<file path="src/rtl/clk_switch_pkg.sv">
// Shared definitions for the clock-switch controller: FSM state encoding and
// clock source identifiers.
package clk_switch_pkg;

    typedef enum logic [1:0] {
        ST_IDLE   = 2'd0,
        ST_DRAIN  = 2'd1,
        ST_ARM    = 2'd2,
        ST_SETTLE = 2'd3
    } state_t;

    localparam logic SRC_A = 1'b1;
    localparam logic SRC_B = 1'b0;

    // Picks the gate-enable status that belongs to a given source.
    function automatic logic src_en(input logic src, input logic ena, input logic enb);
        return (src == SRC_A) ? ena : enb;
    endfunction

endpackage

</file>
<file path="src/rtl/sync_2ff.sv">
// Multi-flop synchronizer for a single asynchronous level input.
// The depth is a parameter; the chain clears to 0 on reset.
module sync_2ff #(
    parameter int STAGES = 2
) (
    input  logic clk,
    input  logic rst_n,
    input  logic d,
    output logic q
);

    logic [STAGES-1:0] ff;

    always_ff @(posedge clk or negedge rst_n) begin
        if (!rst_n) begin
            ff <= '0;
        end else begin
            ff <= {ff[STAGES-2:0], d};
        end
    end

    assign q = ff[STAGES-1];

endmodule

</file>
<file path="src/rtl/clk_switch_ctrl.sv">
// Sequencer for a glitch-free clock switch: it drives the select, waits for the
// old gate to close and the new gate to open, then lets the new clock settle.
//
// state     | meaning
// ----------+----------------------------------------------------------
// ST_IDLE   | no switch in progress, ready for a request
// ST_DRAIN  | select changed, waiting for the old source gate to close
// ST_ARM    | waiting for the new source gate to open
// ST_SETTLE | new source running, counting out the settle time
module clk_switch_ctrl
    import clk_switch_pkg::*;
#(
    parameter int   SYNC_STAGES = 2,
    parameter int   SETTLE_CYC  = 4,
    parameter int   TIMEOUT_CYC = 1024,
    parameter logic RST_SRC     = SRC_A
) (
    input  logic clk,
    input  logic rst_n,
    input  logic req_valid,
    input  logic req_src,
    output logic req_ready,
    output logic sw_sel,
    input  logic en_a_stat,
    input  logic en_b_stat,
    output logic cur_src,
    output logic busy,
    output logic done,
    output logic err
);

    localparam int SET_W = (SETTLE_CYC > 1) ? $clog2(SETTLE_CYC) : 1;
    localparam int TMO_W = $clog2(TIMEOUT_CYC);

    localparam logic [SET_W-1:0] SET_LAST = SET_W'(SETTLE_CYC - 1);
    localparam logic [TMO_W-1:0] TMO_LAST = TMO_W'(TIMEOUT_CYC - 1);
    localparam logic [TMO_W-1:0] TMO_HIT  = TMO_W'(TIMEOUT_CYC - 2);

    state_t             state;
    logic [SET_W-1:0]   set_cnt;
    logic [TMO_W-1:0]   tmo_cnt;
    logic [TMO_W-1:0]   tmo_nxt;
    logic               tmo_hit;
    logic               ena_s;
    logic               enb_s;
    logic               old_en;
    logic               new_en;

    sync_2ff #(.STAGES(SYNC_STAGES)) u_sync_a (
        .clk   (clk),
        .rst_n (rst_n),
        .d     (en_a_stat),
        .q     (ena_s)
    );

    sync_2ff #(.STAGES(SYNC_STAGES)) u_sync_b (
        .clk   (clk),
        .rst_n (rst_n),
        .d     (en_b_stat),
        .q     (enb_s)
    );

    assign old_en    = src_en(cur_src, ena_s, enb_s);
    assign new_en    = src_en(sw_sel, ena_s, enb_s);
    assign req_ready = (state == ST_IDLE);
    assign busy      = (state != ST_IDLE);

    // The counter saturates at TIMEOUT_CYC-1; the hit fires on the edge that
    // reaches it, or on any later edge if a DRAIN exit landed exactly there.
    assign tmo_nxt = (tmo_cnt == TMO_LAST) ? tmo_cnt : tmo_cnt + 1'b1;
    assign tmo_hit = (tmo_cnt >= TMO_HIT);

    always_ff @(posedge clk or negedge rst_n) begin
        if (!rst_n) begin
            state   <= ST_IDLE;
            sw_sel  <= RST_SRC;
            cur_src <= RST_SRC;
            done    <= 1'b0;
            err     <= 1'b0;
            set_cnt <= '0;
            tmo_cnt <= '0;
        end else begin
            done <= 1'b0;
            err  <= 1'b0;
            unique case (state)
                ST_IDLE: begin
                    if (req_valid) begin
                        if (req_src == cur_src) begin
                            done <= 1'b1;
                        end else begin
                            sw_sel  <= req_src;
                            tmo_cnt <= '0;
                            state   <= ST_DRAIN;
                        end
                    end
                end
                ST_DRAIN: begin
                    tmo_cnt <= tmo_nxt;
                    if (!old_en) begin
                        state <= ST_ARM;
                    end else if (tmo_hit) begin
                        err    <= 1'b1;
                        sw_sel <= cur_src;
                        state  <= ST_IDLE;
                    end
                end
                ST_ARM: begin
                    tmo_cnt <= tmo_nxt;
                    if (new_en) begin
                        set_cnt <= '0;
                        state   <= ST_SETTLE;
                    end else if (tmo_hit) begin
                        err    <= 1'b1;
                        sw_sel <= cur_src;
                        state  <= ST_IDLE;
                    end
                end
                ST_SETTLE: begin
                    if (set_cnt == SET_LAST) begin
                        cur_src <= sw_sel;
                        done    <= 1'b1;
                        state   <= ST_IDLE;
                    end else begin
                        set_cnt <= set_cnt + 1'b1;
                    end
                end
            endcase
        end
    end

endmodule

</file>
<file path="config.mk">
export PLATFORM = sky130hd
export DESIGN_NAME = clk_switch_ctrl
export DESIGN_NICKNAME = d
export VERILOG_FILES = /design/src/rtl/clk_switch_pkg.sv /design/src/rtl/sync_2ff.sv /design/src/rtl/clk_switch_ctrl.sv
export SDC_FILE = /design/constraint.sdc
export NUM_CORES = 1
export LEC_CHECK = 0
export ABC_AREA = 1
export CAP_MARGIN = 20
export CORE_MARGIN = 1.5
export CORE_UTILIZATION = 25
export CTS_CLUSTER_DIAMETER = 40
export DETAILED_ROUTE_END_ITERATION = 8
export PLACE_DENSITY = 0.47
export SETUP_SLACK_MARGIN = 0.05
export SYNTH_ARGS = -nofsm -noshare
export SYNTH_HDL_FRONTEND = slang
export SYNTH_SLANG_ARGS = --single-unit
export TNS_END_PERCENT = 50
</file>
<file path="constraint.sdc">
create_clock -name clk -period 3.3 [get_ports clk]
set_clock_uncertainty 0.1 [all_clocks]
set_input_delay 0.495 -clock clk [delete_from_list [all_inputs] [get_ports clk]]
set_output_delay 0.495 -clock clk [all_outputs]
set_load 0.02 [all_outputs]
</file>
==> results.txt <==
Entry: Yosys synthesis followed by OpenROAD place and route.

Run status:
- The flow ran to the end, and the final reports show no timing, DRC or antenna violations.

Clock tree:
- The clock net in this run drives a total of 22 sinks.
- Looking at the clock tree report, the root buffer type is clkbuf_8.
- The run puts the TritonCTS buffer count at 3.
- The run gives the post-CTS clock slew at the launch and capture registers of the worst setup and hold paths as 0.09 ns.
- The run puts the buffer count from post-CTS setup fixing at 0.

STA:
- In the post-route analysis, the smallest setup slack over all paths is 0.8792 ns.
- The run puts the count of final setup violators at 0.
- The run gives the minimum hold slack as 0.2563 ns.
- The run gives the period utilization as 73.36%.
- Setup repair after global routing left no endpoint under its margin.
- The run puts the transition time at the pin with the least slew margin at 0.4369 ns.

Global routing:
- The run gives the all-layer global routing usage as 10.76%.
- The run puts the number of antenna violations at the first check in global routing at 0.
- The run puts the total grt overflow at 0.

Die:
- The run puts the placement row count at 26.
- The run puts the number of top-level pins at 12.
- The run puts the effective utilization at floorplan at 25.97%.

Final layout:
- The run puts the fraction of final layout cells with drive strength greater than 1 at 7.937%.

Synth:
- For this run, the number of Yosys warnings is 0.
- The run puts the part of the Yosys area used for sequential elements at 41.70%.

Worst setup path:
- The run gives the minimum setup slack among reg-to-reg paths as 1.16 ns.
- The run gives the reg-to-reg startpoint as state[0].
- The run gives the required time reported for the critical path endpoint as 2.70 ns.

Route:
- Wire segments on met3 add up to 43 µm in the final route.
- After detailed routing, the total wire length is 2673 µm.
- The run puts the number of remaining DRC errors at 0.
- For this run, the detailed router's first-pass iteration total came to 4.

Power and ir drop:
- The run puts the power density of the placed cells at 792.7 nW/µm².
- In this run the static leakage power is 0.7093 nW.
- The power report attributes to the sequential group a share of 31.3%.
- The run puts the relative contribution of the clock network to total power at 20.5%.

Placement:
- As logged by OpenROAD, the buffers inserted on ports number 11.
metrics by stage:
stage / util (%) / power (mW) / cell area, µm² / std cells
final: 31.01 / 1.256 / 1584 / 259
after global routing: 31.01 / 1.362 / 1584 / 259
after CTS: 31.01 / 1.275 / 1584 / 259
after detailed placement: 29.62 / 1.009 / 1513 / 255
after global placement: 29.62 / 1.018 / 1513 / 255
after floorplan: - / 0.8652 / 1326 / 175
registers in the layout, indices dropped and copies added, names as in the netlist:
name / count
u_sync_b.ff: 2
u_sync_a.ff: 2
cur_src: 1
sw_sel: 1
done: 1
tmo_cnt: 10
state: 2
err: 1
set_cnt: 2
cell usage in the layout, fill, tap and decap left out, types with 2 or more instances in the layout:
cell,synthesis,final
nor2_1,13,13
o21ai_0,7,7
nand2_1,61,61
dfstp_2,2,2
o21ai_1,4,4
clkdlybuf4s50_1,0,11
a21oi_1,4,4
nor2_4,2,2
dfrtp_1,20,20
ha_1,7,7
inv_1,20,20
clkbuf_8,0,3
or2_2,2,2
nand3b_1,2,2
nand3_1,17,17
o21ai_2,2,2
nand4_1,3,3
logic make-up (layout without fill, tap and decap cells):
group                    Yosys count  in the layout  synth area share (%)
AND/OR/NAND/NOR                  102            102                 34.62
buffers and inverters             22             36                 7.075
XOR/XNOR                           2              2                 1.321
AND-OR/OR-AND                     20             20                 8.680
flip-flops                        22             22                 41.70
adder cells (fa/ha/maj)            7              7                 6.603
final cells by class:
class / count / area (µm²) / share of cell area, %
flip-flops and latches: 22 / 553.0 / 34.91
well taps: 70 / 87.58 / 5.529
clock inverters: 1 / 30.03 / 1.896
inverters: 20 / 75.07 / 4.739
multi-input cells: 131 / 679.4 / 42.89
clock buffers: 3 / 41.29 / 2.607
repair buffers: 12 / 117.6 / 7.425
power groups by stage:
stage	sequential [mW]	combinational (mW)	clock [mW]
floorplan	0.405	0.461	0
global placement	0.400	0.618	0
detailed placement	0.400	0.610	0
CTS	0.395	0.613	0.267
global route	0.406	0.681	0.274
finish	0.393	0.605	0.257
critical path, cell delays in order, from the launching register on:
cell,delay (ns)
dfrtp_1,0.41
inv_1,0.09
ha_1,0.26
inv_1,0.17
clkdlybuf4s50_1,0.63
layer usage:
metal  up-vias  track usage (%)
met5         -                0
met1       474            15.26
li1        585                -
met3         4            1.587
met4         0            4.762
met2        12            16.14
worst paths after layout:
kind	end	depth (start not counted)
worst max register to register	tmo_cnt[2]	9
worst min register to register	u_sync_b.ff[1]	0
min in group asynchronous	u_sync_a.ff[1]	2
max in group asynchronous	cur_src	2
worst min-delay path	u_sync_b.ff[1]	0
worst max-delay path	busy	4
Fig. 1: supply network
Scale bar: 20 µm. Pins as bars on the die edge.
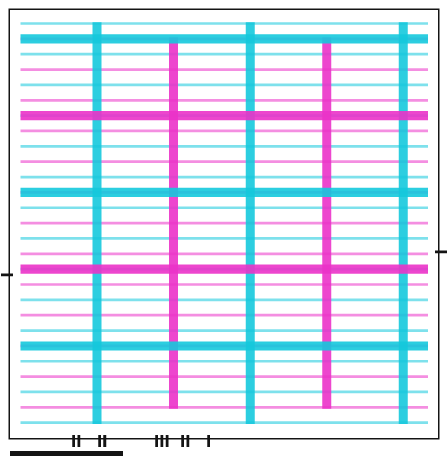
[VSS] cyan
[VDD] magenta
met5 straps: 5
signal pins: 12
Vert. Die Dim: 75.84 µm
chip width: 75.84 µm

Fig. 2: placed cells, one colour a class
Scale bar: 20 µm.
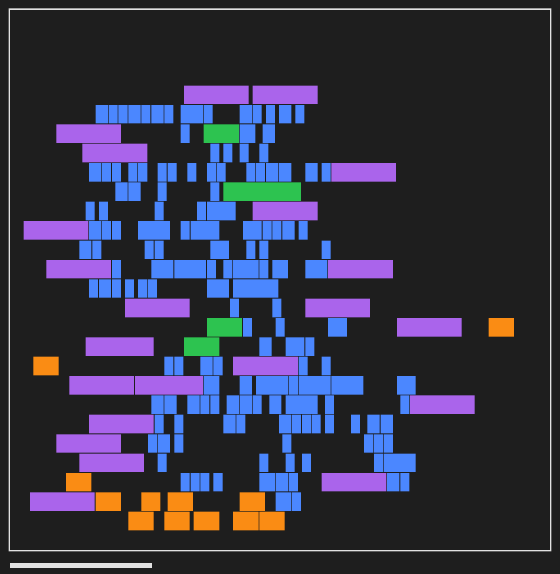
[all other logic] blue | cells: 151 | share of their area: 50%
[other buffers and delay cells] orange | cells: 12 | share of their area: 7.9%
[flip-flops] purple | cells: 22 | share of their area: 37%
[clock drivers and dummy loads] green | cells: 4 | share of their area: 4.8%

Power figures rest on the tool's default switching activity, not on a simulated workload.
